===== config.mk =====
export PLATFORM = sky130hd
export DESIGN_NAME = fc_layer_ctrl
export DESIGN_NICKNAME = d
export VERILOG_FILES = /design/src/rtl/fc_ctrl_pkg.sv /design/src/rtl/fc_ctrl_counter.sv /design/src/rtl/fc_layer_ctrl.sv
export SDC_FILE = /design/constraint.sdc
export NUM_CORES = 1
export LEC_CHECK = 0
export ABC_AREA = 1
export ABC_CLOCK_PERIOD_IN_PS = 3800
export CORE_MARGIN = 1.5
export CORE_UTILIZATION = 50
export CTS_BUF_LIST = sky130_fd_sc_hd__clkbuf_8
export DETAILED_ROUTE_END_ITERATION = 7
export GPL_TIMING_DRIVEN = 0
export PLACE_DENSITY = 0.78
export SYNTH_ARGS = -nofsm -noshare
export SYNTH_HDL_FRONTEND = slang
export SYNTH_SLANG_ARGS = --single-unit

===== constraint.sdc =====
create_clock -name clk -period 3.8 [get_ports clk]
set_input_delay 0.76 -clock clk [delete_from_list [all_inputs] [get_ports clk]]
set_output_delay 0.76 -clock clk [all_outputs]
set_load 0.05 [all_outputs]

===== src/rtl/fc_ctrl_pkg.sv =====
// -----------------------------------------------------------------------------
// fc_ctrl_pkg
//
// Shared types and helpers for the fully-connected layer controller.
//
// Contents:
//   fc_state_t  - controller state encoding (IDLE, LOAD, ISSUE, FLUSH, OUTPUT)
//   cnt_width() - counter width for a count range of n values.
//                 Always at least 1 bit, so that a degenerate range such as
//                 M = 1 still gets a legal vector.
//   STALL_W     - width of the optional stall counter
// -----------------------------------------------------------------------------
package fc_ctrl_pkg;

    typedef enum logic [2:0] {
        IDLE,
        LOAD,
        ISSUE,
        FLUSH,
        OUTPUT
    } fc_state_t;

    localparam int STALL_W = 32;

    // Bits needed to hold the values 0 .. n-1.
    function automatic int cnt_width(input int n);
        return (n <= 2) ? 1 : $clog2(n);
    endfunction

endpackage


===== src/rtl/fc_ctrl_counter.sv =====
// -----------------------------------------------------------------------------
// fc_ctrl_counter
//
// Wrap counter with synchronous clear. It counts 0 .. max, and an increment
// at max returns it to 0. wrap flags the increment that causes the return to 0.
//
// Parameters:
//   W      counter width
//
// Ports:
//   clk    in   clock
//   reset  in   asynchronous active-low reset; value -> 0
//   clr    in   synchronous clear; has priority over inc
//   inc    in   advance the count by one
//   max    in   terminal count
//   value  out  current count
//   wrap   out  inc while value == max (combinational)
// -----------------------------------------------------------------------------
module fc_ctrl_counter #(
    parameter int W = 4
) (
    input  logic         clk,
    input  logic         reset,
    input  logic         clr,
    input  logic         inc,
    input  logic [W-1:0] max,
    output logic [W-1:0] value,
    output logic         wrap
);

    assign wrap = inc && (value == max);

    // NOTE: state registers are written with <= so that every flop samples
    // the values from before the edge, whatever order the blocks run in.
    always_ff @(posedge clk or negedge reset) begin
        if (!reset) begin
            value <= '0;
        end else if (clr) begin
            value <= '0;
        end else if (inc) begin
            value <= wrap ? '0 : value + W'(1);
        end
    end

endmodule


===== src/rtl/fc_layer_ctrl.sv =====
// -----------------------------------------------------------------------------
// fc_layer_ctrl
//
// Sequencing controller for one fully-connected layer. It loads an N-element
// input vector into the layer's input memory. For each of the M rows it then
// walks the weight ROM and drives the accumulator's clear/enable strobes,
// and it presents each row result to the downstream layer. The datapath
// (memories, MAC, activation) lives outside this block.
//
// Optional feature (macro FC_LAYER_CTRL_PERF_EN):
//   Adds output stall_cnt. It is a saturating count of the cycles in which a
//   result was offered but the downstream layer did not take it.
//
// Parameters:
//   N   input vector length (>= 2)
//   M   output vector length (>= 1)
//   AX  input-memory address width
//   AW  weight-ROM address width
//
// Ports:
//   clk        in   clock
//   reset      in   asynchronous active-low reset
//   s_valid_x  in   upstream input word valid
//   s_ready_x  out  controller accepts an input word (LOAD only)
//   wr_en_x    out  input-memory write strobe
//   addr_x     out  input-memory address (write in LOAD, read in ISSUE)
//   addr_w     out  weight-ROM read address
//   clear_acc  out  accumulator loads the product instead of adding it
//   en_acc     out  accumulator update enable
//   m_valid_y  out  row result valid to downstream
//   m_ready_y  in   downstream accepts the result
//   stall_cnt  out  (FC_LAYER_CTRL_PERF_EN only) output stall cycles
// -----------------------------------------------------------------------------
module fc_layer_ctrl
    import fc_ctrl_pkg::*;
#(
    parameter int N  = 8,
    parameter int M  = 4,
    parameter int AX = $clog2(N),
    parameter int AW = $clog2(M * N)
) (
    input  logic          clk,
    input  logic          reset,
    input  logic          s_valid_x,
    output logic          s_ready_x,
    output logic          wr_en_x,
    output logic [AX-1:0] addr_x,
    output logic [AW-1:0] addr_w,
    output logic          clear_acc,
    output logic          en_acc,
    output logic          m_valid_y,
    input  logic          m_ready_y
`ifdef FC_LAYER_CTRL_PERF_EN
    ,
    output logic [STALL_W-1:0] stall_cnt
`endif
);

    localparam int RW = cnt_width(M);

    localparam logic [AX-1:0] COL_MAX = AX'(N - 1);
    localparam logic [RW-1:0] ROW_MAX = RW'(M - 1);
    localparam logic [AW-1:0] WGT_MAX = AW'(M * N - 1);

    fc_state_t     state;
    logic          handshake;
    logic          col_wrap;
    logic          row_wrap;
    logic          wgt_wrap;
    logic [RW-1:0] row;

    assign s_ready_x = (state == LOAD);
    assign wr_en_x   = s_valid_x && s_ready_x;
    assign m_valid_y = (state == OUTPUT);
    assign handshake = m_valid_y && m_ready_y;

    // -------------------------------------------------------------------------
    // Counters
    // -------------------------------------------------------------------------
    // One counter serves as the load count in LOAD and as the column in ISSUE.
    // Both phases end on its wrap, so it is already back at 0 whenever the
    // next phase starts. Its value is also the input-memory address in both
    // phases.
    fc_ctrl_counter #(.W(AX)) u_col_cnt (
        .clk   (clk),
        .reset (reset),
        .clr   (state == IDLE),
        .inc   (wr_en_x || (state == ISSUE)),
        .max   (COL_MAX),
        .value (addr_x),
        .wrap  (col_wrap)
    );

    // The row count advances once per delivered result. Its wrap marks the
    // final result of the vector.
    fc_ctrl_counter #(.W(RW)) u_row_cnt (
        .clk   (clk),
        .reset (reset),
        .clr   (state == IDLE),
        .inc   (handshake),
        .max   (ROW_MAX),
        .value (row),
        .wrap  (row_wrap)
    );

    // The weight address is a running count of issued products. This equals
    // row*N + col without needing a multiplier. It is held at 0 while a new
    // vector loads.
    fc_ctrl_counter #(.W(AW)) u_wgt_cnt (
        .clk   (clk),
        .reset (reset),
        .clr   ((state == IDLE) || (state == LOAD)),
        .inc   (state == ISSUE),
        .max   (WGT_MAX),
        .value (addr_w),
        .wrap  (wgt_wrap)
    );

    // The row value and the weight wrap are kept for observability only. The
    // control flow needs just the row wrap and the column wrap.
    logic unused_cnt;
    assign unused_cnt = ^{row, wgt_wrap};

    // -------------------------------------------------------------------------
    // Control FSM and accumulator strobes
    // -------------------------------------------------------------------------
    // The memories have one cycle of read latency. The accumulator strobes are
    // therefore the issue-phase conditions delayed by one register. The last
    // product of a row lands during FLUSH, so the sum is complete in the first
    // OUTPUT cycle.
    always_ff @(posedge clk or negedge reset) begin
        if (!reset) begin
            state     <= IDLE;
            en_acc    <= 1'b0;
            clear_acc <= 1'b0;
        end else begin
            en_acc    <= (state == ISSUE);
            clear_acc <= (state == ISSUE) && (addr_x == '0);

            case (state)
                IDLE: state <= LOAD;

                LOAD: begin
                    if (col_wrap) begin
                        state <= ISSUE;
                    end
                end

                ISSUE: begin
                    if (col_wrap) begin
                        state <= FLUSH;
                    end
                end

                FLUSH: state <= OUTPUT;

                OUTPUT: begin
                    if (handshake) begin
                        state <= row_wrap ? LOAD : ISSUE;
                    end
                end

                default: state <= IDLE;
            endcase
        end
    end

`ifdef FC_LAYER_CTRL_PERF_EN
    // -------------------------------------------------------------------------
    // Output stall counter. It saturates rather than wrapping, so that a
    // long-stalled run never reads back as a small number.
    // -------------------------------------------------------------------------
    always_ff @(posedge clk or negedge reset) begin
        if (!reset) begin
            stall_cnt <= '0;
        end else if (m_valid_y && !m_ready_y && (stall_cnt != '1)) begin
            stall_cnt <= stall_cnt + STALL_W'(1);
        end
    end
`endif

endmodule


Fig. 1: clock routing
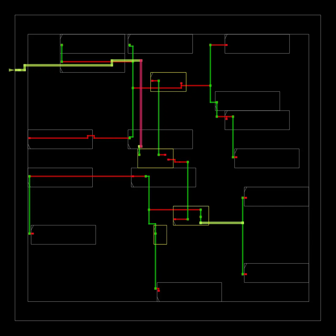
Late-Pin Clk Latency: 240 ps
total CTS buffers: 3
skew final: 0.584 ps

Fig. 2: I/O nets highlighted
Scale: 8 px per um.
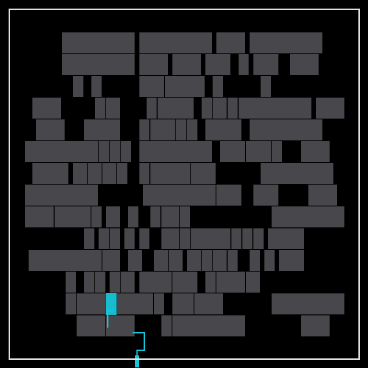
| colour | port | bits | direction | edge | end cells | buffers | wire |
|---|---|---|---|---|---|---|---|
| cyan | wr_en_x | 1 | output | bottom | 1 | 1 | 7.90 um |

Fig. 3: routed clock nets over the placement
Scale: 12 px per um.
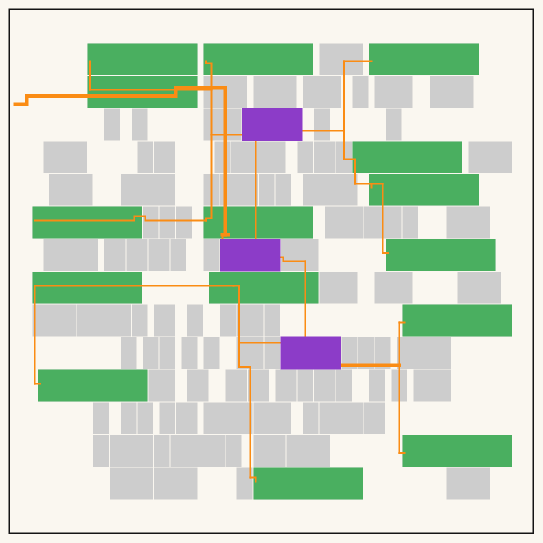
[orange] clock wires | length: 204 um
[green] flip-flops | count: 15
[purple] cells driving clock nets | count: 3
flops lie: widely spread

Fig. 4: hierarchy map of the flops
Scale: 12 px per um.
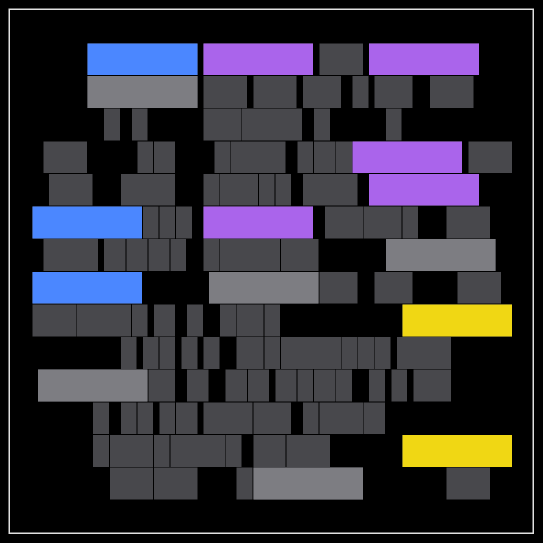
| colour | scope | sequential cells |
|---|---|---|
| purple | u_wgt_cnt | 5 |
| blue | u_col_cnt | 3 |
| yellow | u_row_cnt | 2 |

Fig. 5: placed cells, one colour a class
Scale: 8 px per um. Fill, decap, tap and diode cells in grey.
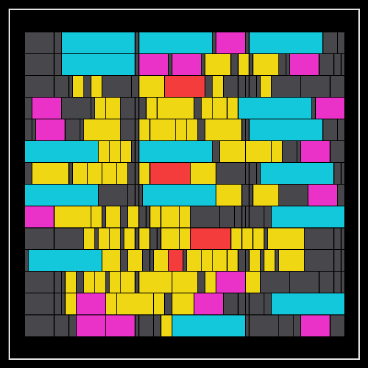
| colour | class | cells | share of their area |
|---|---|---|---|
| magenta | other buffers and delay cells | 16 | 16% |
| cyan | flip-flops | 15 | 36% |
| yellow | all other logic | 79 | 43% |
| red | clock drivers and dummy loads | 4 | 4.5% |

==> metrics.cfg <==
[clock_tree]
htree_levels = 1
cts.path.max_buffers = 2
cts.sinks = 15
postCtsSetupBuffers = 0

[setup_path]
crit_type = primary input to output port
endpoint_kind = output port

[synthesis]
synth_nets = 104
ys_area_um2 = 822
top_cell_area_share_pct = 45.7
netlist_area_um2 = 822

[place]
portBuffers = 16
place_area_um2 = 1000

[pwr]
p_clk_share_pct = 13.7
seq_power_share_pct = 28.7
switching_power_uw = 475

[sta]
setup_viol_count_final = 0

[layout]
area_delta_synth_final_pct = 27.6
fin_nets = 125

[routing]
drt_iter0_markers = 6

[run_status]
outcome = complete, no violations

[run]
max_cap_viol_count = 0

## path summary, 6_finish.rpt
check                      cells past startpoint  slack [ps]                from                  to
max                                            4         820           s_valid_x             wr_en_x
min                                            1         490  u_row_cnt.value[0]  u_row_cnt.value[0]
max reg2reg                                    6        2360  u_wgt_cnt.value[0]  u_wgt_cnt.value[3]
min reg2reg                                    1         490  u_row_cnt.value[0]  u_row_cnt.value[0]
max in group asynchronous                      1        2450               reset  u_wgt_cnt.value[4]
min in group asynchronous                      1         920               reset            state[2]
## power by group through the flow
stage / logic [uW] / registers [uW] / clock network (uW)
floorplan: 283 / 379 / 0
global placement: 533 / 271 / 0
detailed placement: 540 / 274 / 0
CTS: 545 / 272 / 133
global route: 590 / 282 / 140
finish: 543 / 271 / 129
## layout by cell type (no fill, tap or decap), types with 2 or more instances in the layout
cell / n
a22o_1: 2
clkbuf_8: 3
clkdlybuf4s50_1: 16
dfrtp_1: 15
ha_1: 6
inv_1: 16
nand2_1: 23
nand3_1: 6
nor2_1: 4
o21ai_0: 6
o21ai_2: 5
## kinds of logic after synthesis
logic type,synth area share [%]
xor gates and xnor gates,2.13
DFF,45.7
buffers and inverters,7.76
adders and majority gates,9.13
AOI/OAI and AO/OA,13.1
and+or+nand+nor,22.2
## worst max-delay path, cell delays in order
cell and delay (ps):
clkdlybuf4s50_1 470, nand4_2 130, inv_1 70, clkdlybuf4s50_1 790
## final cells by class
cell class                      count  area, um2
Tap cell                           16       20.0
Inverter                           17       63.8
Clock inverter                      1       5.00
Timing Repair Buffer               16        160
Sequential cell                    15        375
Multi-Input combinational cell     62        383
Clock buffer                        3       41.3
Fill cell                         127        475
## sequential cells by signal, summed over array words and instances (netlist names)
signal           cells
u_wgt_cnt.value      5
state                3
u_col_cnt.value      3
u_row_cnt.value      2
clear_acc            1
en_acc               1
## cell usage after synthesis
cell	number
a22o_1	2
dfrtp_1	15
ha_1	6
inv_1	16
inv_2	1
nand2_1	23
nand2_2	1
nand3_1	6
nand4_1	1
nand4_2	1
nor2_1	4
nor2_2	1
nor2_4	1
o21ai_0	6
o21ai_2	5
o31ai_1	1
o41ai_1	1
or2_4	1
xnor2_1	1
xor2_1	1
## stage by stage
| stage | hold slack, ps | cells | power (uW) |
|---|---|---|---|
| CTS | 503 | 130 | 951 |
| floorplan | 460 | 94 | 662 |
| global route | 541 | 130 | 1010 |
| global placement | 481 | 126 | 804 |
| finish | 491 | 130 | 943 |
| detailed placement | 493 | 126 | 815 |
## layer usage
| metal | share of wire [%] | vias to the layer above | GRT usage (%) |
|---|---|---|---|
| met5 | 0 | - | 0 |
| met4 | 0.79 | 0 | 7.27 |
| met3 | 3.8 | 2 | 3.75 |
| met2 | 50 | 12 | 31.5 |
| met1 | 45 | 321 | 24.7 |
| li1 | - | 347 | - |
No activity file was given, so power comes from the tool's default toggle rates.
